$ cat config.mk
export PLATFORM = sky130hd
export DESIGN_NAME = keypad_scanner
export DESIGN_NICKNAME = d
export VERILOG_FILES = /design/src/rtl/keypad_pkg.sv /design/src/rtl/keypad_sync.sv /design/src/rtl/keypad_scanner.sv
export SDC_FILE = /design/constraint.sdc
export NUM_CORES = 1
export LEC_CHECK = 0
export CELL_PAD_IN_SITES_DETAIL_PLACEMENT = 1
export CELL_PAD_IN_SITES_GLOBAL_PLACEMENT = 2
export CORE_MARGIN = 2
export CORE_UTILIZATION = 41
export DETAILED_ROUTE_END_ITERATION = 12
export PLACE_DENSITY = 0.85
export SYNTH_ARGS = -nofsm -noshare
export SYNTH_HDL_FRONTEND = slang
export SYNTH_SLANG_ARGS = --single-unit
$ cat constraint.sdc
create_clock -name clk -period 3 [get_ports clk]
set_input_delay 0.6 -clock clk [delete_from_list [all_inputs] [get_ports clk]]
set_output_delay 0.6 -clock clk [all_outputs]
set_load 0.02 [all_outputs]
$ cat src/rtl/keypad_pkg.sv
// keypad_pkg: shared state type, column strobes, key map and row priority helper.
// Key map: row0 = 1 2 3 +, row1 = 4 5 6 -, row2 = 7 8 9 =, row3 = C 0.
package keypad_pkg;

  typedef enum logic [1:0] {
    SCAN     = 2'd0,
    DEBOUNCE = 2'd1,
    PRESSED  = 2'd2
  } kp_state_e;

  // Index 0 drives column 0 low.
  localparam logic [3:0][3:0] COL_STROBE = {
    4'b0111, 4'b1011, 4'b1101, 4'b1110
  };

  // Raw codes are {row_idx, col_idx}.
  localparam logic [3:0] KEY_1   = 4'b0000;
  localparam logic [3:0] KEY_2   = 4'b0001;
  localparam logic [3:0] KEY_3   = 4'b0010;
  localparam logic [3:0] KEY_ADD = 4'b0011;
  localparam logic [3:0] KEY_4   = 4'b0100;
  localparam logic [3:0] KEY_5   = 4'b0101;
  localparam logic [3:0] KEY_6   = 4'b0110;
  localparam logic [3:0] KEY_SUB = 4'b0111;
  localparam logic [3:0] KEY_7   = 4'b1000;
  localparam logic [3:0] KEY_8   = 4'b1001;
  localparam logic [3:0] KEY_9   = 4'b1010;
  localparam logic [3:0] KEY_EQ  = 4'b1011;
  localparam logic [3:0] KEY_CLR = 4'b1100;
  localparam logic [3:0] KEY_0   = 4'b1101;

  // Lowest-index low row; row0 wins ties.
  function automatic logic [1:0] low_row(
    input logic [3:0] rs
  );
    logic [1:0] idx;
    idx = 2'd3;
    if (!rs[2]) idx = 2'd2;
    if (!rs[1]) idx = 2'd1;
    if (!rs[0]) idx = 2'd0;
    return idx;
  endfunction

endpackage

$ cat src/rtl/keypad_sync.sv
// keypad_sync: two-flop synchronizer for the asynchronous keypad rows.
// Resets to all-ones so an idle (pulled-up) keypad is seen during reset.
module keypad_sync #(
  parameter int W = 4
) (
  input  logic         i_clk,
  input  logic         i_rst,
  input  logic [W-1:0] i_d,
  output logic [W-1:0] o_q
);

  logic [W-1:0] r_s1;
  logic [W-1:0] r_s2;

  // Two register stages to settle metastability.
  always_ff @(posedge i_clk or posedge i_rst) begin
    if (i_rst) begin
      r_s1 <= '1;
      r_s2 <= '1;
    end else begin
      r_s1 <= i_d;
      r_s2 <= r_s1;
    end
  end

  assign o_q = r_s2;

endmodule

$ cat src/rtl/keypad_scanner.sv
// keypad_scanner: 4x4 column-strobed keypad scanner with debounce.
// Optional auto-repeat while held: define KEYPAD_REPEAT_EN.
module keypad_scanner
  import keypad_pkg::*;
#(
  parameter int SCAN_DIV_BITS  = 13,
  parameter int DEBOUNCE_SCANS = 4,
  parameter int REPEAT_DELAY   = 32,
  parameter int REPEAT_RATE    = 8
) (
  input  logic       clk,
  input  logic       rst,
  input  logic [3:0] row,
  output logic [3:0] col,
  output logic       key_valid,
  output logic [3:0] key_code,
  output logic       key_held
);

  localparam int CW = $clog2(DEBOUNCE_SCANS + 1);
  localparam logic [CW-1:0] DS = CW'(DEBOUNCE_SCANS);

  logic [3:0]               w_rs;
  logic                     w_tick;
  logic [SCAN_DIV_BITS-1:0] r_div;
  kp_state_e                r_state;
  kp_state_e                w_state;
  logic [1:0]               r_ci;
  logic [1:0]               w_ci;
  logic [1:0]               r_ri;
  logic [1:0]               w_ri;
  logic [CW-1:0]            r_cnt;
  logic [CW-1:0]            w_cnt;
  logic [CW-1:0]            r_rel;
  logic [CW-1:0]            w_rel;
  logic [3:0]               r_code;
  logic [3:0]               w_code;
  logic                     r_valid;
  logic                     w_valid;
  logic                     r_held;
  logic                     w_held;
  logic                     w_rpt_hit;

  keypad_sync #(
    .W(4)
  ) u_sync (
    .i_clk(clk),
    .i_rst(rst),
    .i_d  (row),
    .o_q  (w_rs)
  );

  // Free-running scan divider; a tick is its wrap.
  always_ff @(posedge clk or posedge rst) begin
    if (rst) r_div <= '0;
    else     r_div <= r_div + SCAN_DIV_BITS'(1);
  end

  assign w_tick = &r_div;

`ifdef KEYPAD_REPEAT_EN
  localparam int RW = $clog2(REPEAT_DELAY + 1);
  localparam logic [RW-1:0] RPT_AT   = RW'(REPEAT_DELAY);
  // Reloading to DELAY-RATE spaces later repeats by RATE ticks;
  // this assumes REPEAT_RATE <= REPEAT_DELAY.
  localparam logic [RW-1:0] RPT_LOAD = RW'(REPEAT_DELAY - REPEAT_RATE);

  logic [RW-1:0] r_rpt;
  logic [RW-1:0] w_rpt;

  // Repeat counter register.
  always_ff @(posedge clk or posedge rst) begin
    if (rst) r_rpt <= '0;
    else     r_rpt <= w_rpt;
  end

  // Count held ticks; zero outside PRESSED and on quiet ticks.
  always_comb begin
    w_rpt     = r_rpt;
    w_rpt_hit = 1'b0;
    if (r_state != PRESSED) begin
      w_rpt = '0;
    end else if (w_tick) begin
      if (w_rs == 4'hF) begin
        w_rpt = '0;
      end else if (r_rpt + RW'(1) == RPT_AT) begin
        w_rpt_hit = 1'b1;
        w_rpt     = RPT_LOAD;
      end else begin
        w_rpt = r_rpt + RW'(1);
      end
    end
  end
`else
  logic w_unused_rpt;
  assign w_unused_rpt = (REPEAT_DELAY != 0) ^ (REPEAT_RATE != 0);
  assign w_rpt_hit    = 1'b0;
`endif

  // FSM and datapath state registers.
  always_ff @(posedge clk or posedge rst) begin
    if (rst) begin
      r_state <= SCAN;
      r_ci    <= '0;
      r_ri    <= '0;
      r_cnt   <= '0;
      r_rel   <= '0;
      r_code  <= '0;
      r_valid <= 1'b0;
      r_held  <= 1'b0;
    end else begin
      r_state <= w_state;
      r_ci    <= w_ci;
      r_ri    <= w_ri;
      r_cnt   <= w_cnt;
      r_rel   <= w_rel;
      r_code  <= w_code;
      r_valid <= w_valid;
      r_held  <= w_held;
    end
  end

  // Next state: scan, debounce a press, then debounce its release.
  always_comb begin
    w_state = r_state;
    w_ci    = r_ci;
    w_ri    = r_ri;
    w_cnt   = r_cnt;
    w_rel   = r_rel;
    w_code  = r_code;
    w_valid = 1'b0;
    w_held  = r_held;
    if (w_tick) begin
      unique case (r_state)
        SCAN: begin
          if (w_rs != 4'hF) begin
            w_ri  = low_row(w_rs);
            w_cnt = CW'(1);
            if (DEBOUNCE_SCANS == 1) begin
              w_code  = {w_ri, r_ci};
              w_valid = 1'b1;
              w_held  = 1'b1;
              w_rel   = '0;
              w_state = PRESSED;
            end else begin
              w_state = DEBOUNCE;
            end
          end else begin
            w_ci = r_ci + 2'd1;
          end
        end
        DEBOUNCE: begin
          if (!w_rs[r_ri]) begin
            w_cnt = r_cnt + CW'(1);
            if (w_cnt == DS) begin
              w_code  = {r_ri, r_ci};
              w_valid = 1'b1;
              w_held  = 1'b1;
              w_rel   = '0;
              w_state = PRESSED;
            end
          end else begin
            w_state = SCAN;
            w_ci    = r_ci + 2'd1;
          end
        end
        PRESSED: begin
          if (w_rs == 4'hF) begin
            w_rel = r_rel + CW'(1);
            if (w_rel == DS) begin
              w_rel   = '0;
              w_held  = 1'b0;
              w_state = SCAN;
              w_ci    = r_ci + 2'd1;
            end
          end else begin
            w_rel = '0;
          end
          if (w_rpt_hit) w_valid = 1'b1;
        end
        default: w_state = SCAN;
      endcase
    end
  end

  assign col       = COL_STROBE[r_ci];
  assign key_valid = r_valid;
  assign key_code  = r_code;
  assign key_held  = r_held;

endmodule

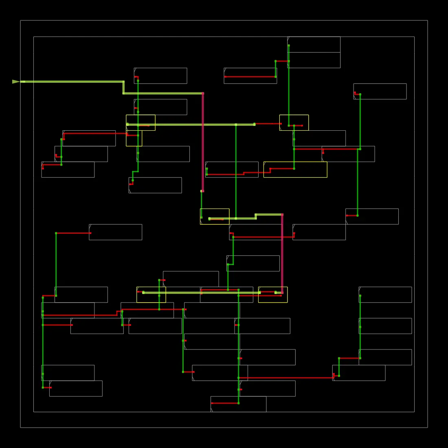
(clock routing)
Clock Power: 423 uW
clk latency late pin: 0.29 ns
Worst Skew: 0.01048 ns
CTS Buf Count: 5
CTS Sinks: 39

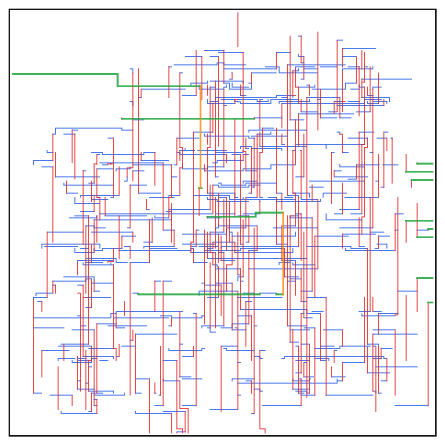
(metal layers overlaid)
Drawn at 6 px/um.
[green] met3 | wire length: 112 um
[orange] met4 | wire length: 30.6 um
[red] met2 | wire length: 1890 um
[blue] met1 | wire length: 1500 um

==> impl_metrics.ini <==
; generated from flow reports
[floorplan]
fp-row-count = 24
ios = 16
core-area_mm2 = 0.004324
chipArea_mm2 = 0.005018
fp.dieW_um = 70.84
initCoreUtil = 0.4236
chipHeight_um = 70.84

[final_timing]
max_freq_mhz = 442.5
rsz0062_at_grt = no
period_used_share = 0.7533
finalSetupTns_ns = 0
fin_hold_ws_ns = 0.3523
drv_slew = 0
report.final.hold_viol_count = 0
finalSetupViolations = 0
max_slew.worst_pin.slew_ns = 0.4883
min_period_ns = 2.260
slew_headroom = 0.6745

[final_layout]
finalNetCount = 196
stdcell_count = 233
layout_top_cell = dfrtp_1
syn_to_final_growth_pct = 17.55
postLayoutCellArea_mm2 = 0.002153
diodes = 0
layout-drive-gt1-share = 0.1657
fin_util = 0.4980
final_layout_top_logic_cells = dfrtp_1, clkdlybuf4s50_1, nand2_1
n_fill_cell = 473

[clock_network]
cts-hold-fix-buffers = 0
h-tree-depth = 2
cts_tree = built
clkTransAtPathRegs_ns = 0.08
cts_resized = 0
cts-root-buf = clkbuf_8
cts_setup_buffers = 0
clk_path_buf_depth = 2

[global_routing]
grt_overflow = 0
grt_usage = 0.1645
use_met1 = 0.1891
use_met2 = 0.2928
grt_max_degree = 40
grt_pass1_vias = 1357
grt_pass1_wl_um = 6417
use_met3 = 0.05556
antenna_found_initial = 0
grt_busiest_layer = met2

[detailed_routing]
drt-pass1-iter-count = 2
wl_per_cell_um = 15.18
routed.top_layer = met4
dr_wl_met3_um = 111
ant_nets = 0
first_iter_violations = 47
vias = 1225
met2WireLength_um = 1890
drc = 0
vias_per_cell = 5.258
drt-met1-wl_um = 1504
totalWireLength_um = 3536

[synthesis]
yosys.area.top_type_share = 0.4235
yosys_warnings = 0
syn_area_mm2 = 0.001832
ff_type = dfrtp_1
yosysMostFrequentCell = dfrtp_1
synth-cells-yosys = 160
synth.top_cells.by_area = dfrtp_1, dfstp_2, ha_1
ys_area_mm2 = 0.001832
synthArstFlopShare = 1.000
common_cells = dfrtp_1, nand2_1, inv_1, nor2_1, o21ai_0
synth_area_per_cell_um2 = 11.45
synthCells = 160
edf_count = 0
yosysTopAreaCell = dfrtp_1
fp_nets = 175
synthDistinctLibCells = 39
ys_seq_share = 0.5383
ys.flops = 39

[placement]
place_hpwl_um = 2608
portBuffers = 15
place_area_mm2 = 0.002047
dp_cells = 226
gp_congestion = 0.7724

[power]
netSwitchingFraction = 0.2008
power.density_mw_per_mm2 = 457.1
peakVddDrop_mv = 0.3354
internal-power_uw = 786.6
p_sw_uw = 197.6
power_frac_seq = 0.547
pwr-share-clk = 0.430
leakage_uw = 0.0009777
pwr-share-comb = 0.024

[setup_path]
critPathArrivalTime_ns = 1.66
cp_num_buf_inv = 3
critPathCaptureType = output pin
cpPeakStageDelay_ns = 0.59
slowest_stage = clkdlybuf4s50_1
start_kind = flop
reg2reg_from = r_state[0]
startpoint = r_ci[0]
crit_cells = 4
critPathTopFamily = buffers and inverters
worstRegToRegCells = 4
r2r_end = r_ci[1]
worstPathCellList = inv_1, ha_1, inv_1, clkdlybuf4s50_1
crit_end = col[2]
worstPathRequired_ns = 2.40
cpMostUsedCell = inv_1
critPathKind = reg2out
ff2ff_setup_slack_ns = 1.00
crit_path_max_fanout = 4

[worst_hold_path]
min_from = u_sync.r_s1[3]
hold_class = reg2reg
min_to = u_sync.o_q[3]
worstHoldPathCells = 0

[flow_run]
warning_count = 30
drv_cap = 0

[run_status]
status = completed
[flip-flops by register name, indices dropped and copies added (netlist names)]
| register | count |
|---|---|
| key_code | 4 |
| key_held | 1 |
| key_valid | 1 |
| r_ci | 2 |
| r_cnt | 3 |
| r_div | 13 |
| r_rel | 3 |
| r_ri | 2 |
| r_state | 2 |
| u_sync.o_q | 4 |
| u_sync.r_s1 | 4 |
[area by class of cell]
class,count,area (um^2),share of cell area
inverters,10,37.54,0.01743
clock buffers,5,68.82,0.03196
repair buffers,16,157.7,0.07321
clock inverters,2,37.54,0.01743
flip-flops and latches,39,985.9,0.4579
well taps,52,65.06,0.03021
multi-input cells,109,800.8,0.3719
[cells by family (layout without fill, tap and decap cells)]
| logic type | after synthesis | after routing | share of synthesized area |
|---|---|---|---|
| muxes | 8 | 8 | 0.05533 |
| and+or+nand+nor | 60 | 60 | 0.1906 |
| adders and majority gates | 9 | 9 | 0.06148 |
| xor gates and xnor gates | 13 | 13 | 0.06216 |
| buffers and inverters | 12 | 33 | 0.02459 |
| AOI/OAI and AO/OA | 19 | 19 | 0.06762 |
| DFF | 39 | 39 | 0.5382 |
[through the flow]
step	power, uW	setup slack [ns]
finish	984.2	0.7401
global route	1022	0.6261
floorplan	559.0	1.185
detailed placement	572.4	0.9857
CTS	994.9	0.7146
global placement	570.4	1.051
[power groups by stage]
stage / Sequential, uW / Combinational (uW) / Clock (uW)
2_1_floorplan: 547 / 11.8 / 0
3_3_place_gp: 548 / 22.8 / 0
3_5_place_dp: 548 / 24.1 / 0
4_1_cts: 538 / 24.1 / 432
5_1_grt: 539 / 26.0 / 457
6_report: 538 / 23.1 / 423
No activity file was given, so power comes from the tool's default toggle rates.
